==> config.mk <==
export PLATFORM = sky130hd
export DESIGN_NAME = dtcm_ctrl
export DESIGN_NICKNAME = d
export VERILOG_FILES = /design/src/rtl/dtcm_ctrl_pkg.sv /design/src/rtl/dtcm_ctrl_perf_cnt.sv /design/src/rtl/dtcm_ctrl.sv
export SDC_FILE = /design/constraint.sdc
export NUM_CORES = 1
export LEC_CHECK = 0
export CAP_MARGIN = 20
export CORE_MARGIN = 4
export CORE_UTILIZATION = 33
export CTS_CLUSTER_SIZE = 12
export DETAILED_ROUTE_END_ITERATION = 10
export PLACE_DENSITY_LB_ADDON = 0.12
export SETUP_SLACK_MARGIN = 0.3
export SYNTH_ARGS = -nofsm -noshare
export SYNTH_HDL_FRONTEND = slang
export SYNTH_SLANG_ARGS = --single-unit
==> constraint.sdc <==
create_clock -name clk -period 1.8 [get_ports clk]
set_clock_uncertainty 0.05 [all_clocks]
set_input_delay 0.36 -clock clk [delete_from_list [all_inputs] [get_ports clk]]
set_output_delay 0.36 -clock clk [all_outputs]
set_load 0.01 [all_outputs]
==> src/rtl/dtcm_ctrl_pkg.sv <==
// Shared widths, FSM state type and counter width for the DTCM controller.
// Optional perf counters are enabled with `define DTCM_CTRL_PERF_CNT_EN.
package dtcm_ctrl_pkg;

   localparam int unsigned DTCM_ADDR_WIDTH = 16;
   localparam int unsigned XLEN            = 32;
   localparam int unsigned DTCM_RAM_AW     = DTCM_ADDR_WIDTH - 2;
   localparam int unsigned PERF_CNT_W      = 32;

   typedef enum logic [1:0] {
      ST_IDLE = 2'd0,
      ST_RESP = 2'd1,
      ST_HOLD = 2'd2
   } dtcm_state_e;

endpackage

==> src/rtl/dtcm_ctrl_perf_cnt.sv <==
// Free-running, wrapping load/store/stall event counters for dtcm_ctrl.
// Only built when DTCM_CTRL_PERF_CNT_EN is defined.
`ifdef DTCM_CTRL_PERF_CNT_EN
module dtcm_ctrl_perf_cnt
   import dtcm_ctrl_pkg::*;
(
   input  logic                  clk,
   input  logic                  rst_n,
   input  logic                  rd_inc_i,
   input  logic                  wr_inc_i,
   input  logic                  stall_inc_i,
   output logic [PERF_CNT_W-1:0] rd_cnt_o,
   output logic [PERF_CNT_W-1:0] wr_cnt_o,
   output logic [PERF_CNT_W-1:0] stall_cnt_o
);

   logic [PERF_CNT_W-1:0] rd_q, wr_q, stall_q;

   always_ff @(posedge clk) begin
      if (!rst_n) begin
         rd_q    <= '0;
         wr_q    <= '0;
         stall_q <= '0;
      end else begin
         if (rd_inc_i)    rd_q    <= rd_q + PERF_CNT_W'(1);
         if (wr_inc_i)    wr_q    <= wr_q + PERF_CNT_W'(1);
         if (stall_inc_i) stall_q <= stall_q + PERF_CNT_W'(1);
      end
   end

   assign rd_cnt_o    = rd_q;
   assign wr_cnt_o    = wr_q;
   assign stall_cnt_o = stall_q;

endmodule
`endif

==> src/rtl/dtcm_ctrl.sv <==
// LSU-to-DTCM responder: single-port SRAM front end with in-order, held responses.
// Define DTCM_CTRL_PERF_CNT_EN to add perf_rd_cnt/perf_wr_cnt/perf_stall_cnt outputs.
module dtcm_ctrl
   import dtcm_ctrl_pkg::*;
#(
   parameter int unsigned AW     = DTCM_ADDR_WIDTH,
   parameter int unsigned DW     = XLEN,
   parameter int unsigned RAM_AW = AW - 2
) (
   input  logic              clk,
   input  logic              rst_n,
   input  logic              cmd_valid,
   output logic              cmd_ready,
   input  logic              cmd_read,
   input  logic [AW-1:0]     cmd_addr,
   input  logic [DW-1:0]     cmd_wdata,
   input  logic [DW/8-1:0]   cmd_wmask,
   output logic              rsp_valid,
   input  logic              rsp_ready,
   output logic [DW-1:0]     rsp_rdata,
   output logic              ram_cs,
   output logic              ram_we,
   output logic [RAM_AW-1:0] ram_addr,
   output logic [DW/8-1:0]   ram_wem,
   output logic [DW-1:0]     ram_din,
   input  logic [DW-1:0]     ram_dout
`ifdef DTCM_CTRL_PERF_CNT_EN
   ,
   output logic [PERF_CNT_W-1:0] perf_rd_cnt,
   output logic [PERF_CNT_W-1:0] perf_wr_cnt,
   output logic [PERF_CNT_W-1:0] perf_stall_cnt
`endif
);

   dtcm_state_e     state_q, state_d;
   logic            rd_q, rd_d;
   logic [DW-1:0]   hold_q, hold_d;
   logic [DW-1:0]   rdata;
   logic            accept;

   logic unused_addr_lsb;
   assign unused_addr_lsb = ^cmd_addr[1:0];

   always_comb begin
      state_d   = state_q;
      cmd_ready = 1'b0;
      rsp_valid = 1'b0;
      rdata     = '0;
      unique case (state_q)
         ST_IDLE: cmd_ready = rst_n;
         ST_RESP: begin
            rsp_valid = 1'b1;
            rdata     = rd_q ? ram_dout : '0;
            cmd_ready = rst_n & rsp_ready;
         end
         ST_HOLD: begin
            rsp_valid = 1'b1;
            rdata     = hold_q;
            cmd_ready = rst_n & rsp_ready;
         end
         default: ;
      endcase

      accept = cmd_valid & cmd_ready;

      // A held response must retire before a new accept, so accept implies rsp_ready here
      if (state_q == ST_IDLE) begin
         if (accept) state_d = ST_RESP;
      end else if (rsp_ready) begin
         state_d = accept ? ST_RESP : ST_IDLE;
      end else begin
         state_d = ST_HOLD;
      end
   end

   // SRAM output only lives one cycle; freeze it the moment the core stalls
   assign hold_d = (state_q == ST_RESP && !rsp_ready) ? rdata : hold_q;
   assign rd_d   = accept ? cmd_read : rd_q;

   always_ff @(posedge clk) begin
      if (!rst_n) begin
         state_q <= ST_IDLE;
         rd_q    <= 1'b0;
         hold_q  <= '0;
      end else begin
         state_q <= state_d;
         rd_q    <= rd_d;
         hold_q  <= hold_d;
      end
   end

   assign rsp_rdata = rdata;
   assign ram_cs    = accept;
   assign ram_we    = accept & ~cmd_read;
   assign ram_wem   = (accept & ~cmd_read) ? cmd_wmask : '0;
   assign ram_addr  = cmd_addr[AW-1:2];
   assign ram_din   = cmd_wdata;

`ifdef DTCM_CTRL_PERF_CNT_EN
   dtcm_ctrl_perf_cnt u_perf_cnt (
      .clk         (clk),
      .rst_n       (rst_n),
      .rd_inc_i    (accept & cmd_read),
      .wr_inc_i    (accept & ~cmd_read),
      .stall_inc_i (rsp_valid & ~rsp_ready),
      .rd_cnt_o    (perf_rd_cnt),
      .wr_cnt_o    (perf_wr_cnt),
      .stall_cnt_o (perf_stall_cnt)
   );
`endif

endmodule

Fig. 1: signal wires on met1
Supply wires on this layer in grey.
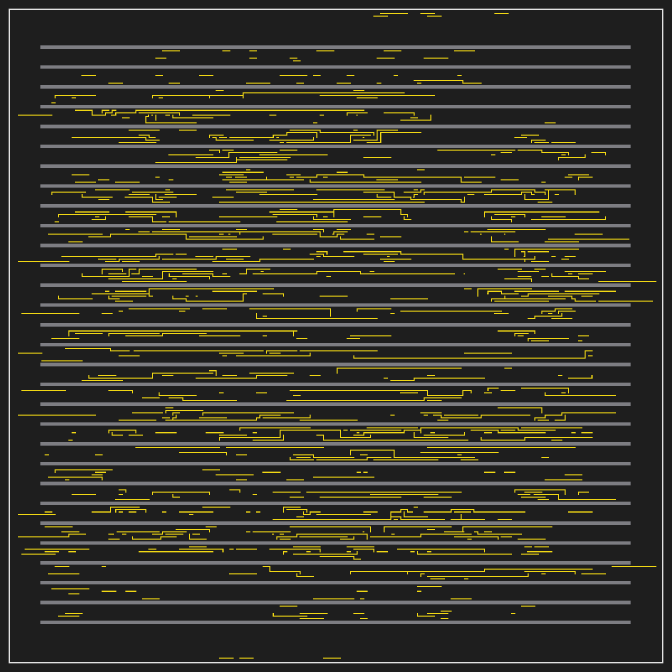
share of all routed wire = 42%
longest straight run = 31.7 um
wire length on this layer = 2950 um
nets with wire on the layer = 310
main direction = horizontal

==> results.txt <==
Implementation status.

- The worst setup path is launched from a flip-flop.
- Timing would allow up to 0.4660 GHz.
- In the power breakdown, the biggest contributor is sequential cells.
- The first global-routing pass estimated 10710 um of wire.
- Per the layout area report, the register area comes to 708.2 um^2.
- The cell depth of the worst min-delay path is 2.
- The global route stage reports its total congestion overflow as 0.
- Final hold analysis gives a worst-case slack of 428.9 ps.
- The number of buffers inserted during clock tree synthesis is 5.
- The layout stage reports a final design area of 3682 um^2.
- The registers reported with the highest flop counts are hold_q: 32 flops, state_q: 2 flops, rd_q: 1 flops.
- The largest fanout of any net on the critical path is 4.
- In the post-synthesis netlist, the biggest area contributors are dfxtp_1 32%, buf_4 17%, a32o_2 15%, a22oi_1 11%, nor2b_1 9.4%.
- The time the worst path needs with I/O delays and setup is 2146 ps.
- Non-clock buffering takes up 38.94% of total cell area after layout.
- The area fraction in compound gates is 28.72%.
- In the final layout, clock buffers and inverters account for 2.209% of the cell area.
- The share of cell area taken by muxes after synthesis is 0.4577%.
- The switching part of the total is 26.43%.
- The clock network power reported by the tool is 551 uW.
- Across the whole layout, multi-input logic makes up 36.56% of the cell area.
- In the finished design, the share of the clock period the worst path needs comes to 119.2%.
- The largest register by flop count is hold_q.
- The switching power of the nets is 504.8 uW.
- The cell area after synthesis is 2187 um^2.
- After synthesis, the largest area contributor takes up 32.04% of total cell area.
- The post-cts hold-fix buffer tally is 0.
- The source of the worst register-to-register timing path is state_q[1].
- The number of cells in the design after placement is 335.
- The post-route setup TNS is -14850 ps.
- The flow reports that combinational logic draws 29.9% of the design power.
- Counting buffers and inverters, the worst setup path is 8 cells deep.
- The flow ran to the end, but the final reports show violations.
- The overall power of the completed layout is 1910 uW.
- The top cell types in the final layout, fill and taps aside, are 40 x clkdlybuf4s50_1, 34 x buf_2, 33 x dfxtp_1.
- The chip occupies 7994 um^2.
- The capture point of the worst register-to-register path is recorded as hold_q[17].
- The buffer count from post-CTS setup fixing is 21.
- The final reports fail on negative setup slack.
- The post-route worst setup slack is -345.8 ps.
- The number of global-route vias before repair is 2050.
- Per the detail_route log, met3 wirelength is 483 um.
- The clock passes through at most 2 buffers.
- The class of the worst hold path is flip-flop to flip-flop.
- The count of buffers from port buffering is 80.
- The cell class contributing the biggest share of worst-path delay is flip-flops.
- The die is 89.41 um wide.
- Of the total power, the clock network draws 28.9%.
- Checking max transition, the worst relative margin is 85.49%.
- The count of tool warnings is 34.
- Timing analysis after detailed placement gives a worst setup slack of -558.6 ps.
- After synthesis the netlist holds a flip-flop and latch count of 35.
- The busiest layer in global routing is met2.
- The unique cell type count in the Yosys netlist is 25.
- The register with the most flip-flops in the layout has 32 of them.
- The count of final max-slew check failures is 0.
- The registers of the reported paths see a clock transition of 70 ps.
- The largest voltage drop on the vdd net is 0.2477 mV.
- The register fraction of the total cell area is 19.23%.
- The internal power summed over all cells is 1405 uW.
- The global routing report lists met1 layer usage as 21.21%.
- In the routed layout, each cell is associated on average with a via count of 5.287.
- For reference, the top cells by count after synthesis are 49 x buf_4, 35 x dfxtp_1, 33 x nor2b_1.
- The pin count of the biggest net entering global routing is 21.
- Summing the areas of all and, or, nand and nor instances in the mapped netlist gives 14.19% of the synthesized area.
- Yosys shows that the main logic family after synthesis is AND-OR/OR-AND gates.
- The source of the critical timing path is state_q[0].
- For this run, the final setup violation count is recorded as 72.
- The cell seen most often among critical-path stages is buf_6.
- The count of buffers not belonging to the clock network in the layout is 140.
- On met2, the global router reports a usage of 28.94%.
- The number of placement rows is 29.
- STA classifies the critical path endpoint as an output port.
- The classification of the worst setup path is flip-flop to output port.
- In the log, the iteration count for the first detailed-route pass is 4.
- The sum of net half-perimeters after detailed placement is 3841 um.
- The uppermost metal layer occupied by signal nets is met4.
- The post-synthesis to final-layout area growth is 68.36%.
- The final-layout fill cell count is 558.
- Setup repair after global routing could not meet its margin everywhere.
- The via count is 2046.
- Listed in order, past its start point the critical path passes inv_4 -> ha_4 -> a21oi_4 -> nor3_4 -> buf_4 -> buf_6 -> and2_4 -> buf_6.
- The delay of the slowest critical-path stage is 390 ps.
- The worst setup slack for register-to-register paths is -190 ps.
Fig. 2: placement density heat map
The die is cut into 9 by 9 equal tiles; white is low, dark blue is high, 0 to 100% covered.
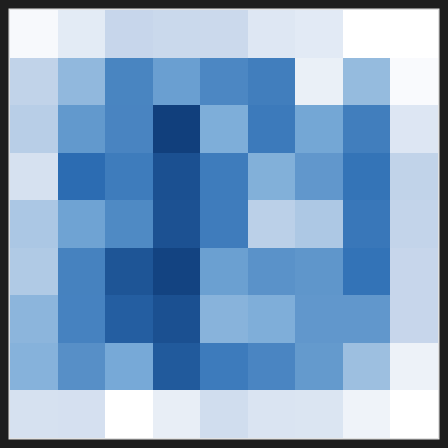
nearly empty tiles = 4.9%
tiles over 75% full = 11%
mean over tiles = 45%
fullest tile = 94%
densest ninth of the die = centre
emptiest ninth of the die = upper right
Floorplan Utilization: 34.25%
Core Footprint: 6386 um^2
Util after Layout: 57.66%

No activity file was given, so power comes from the tool's default toggle rates.
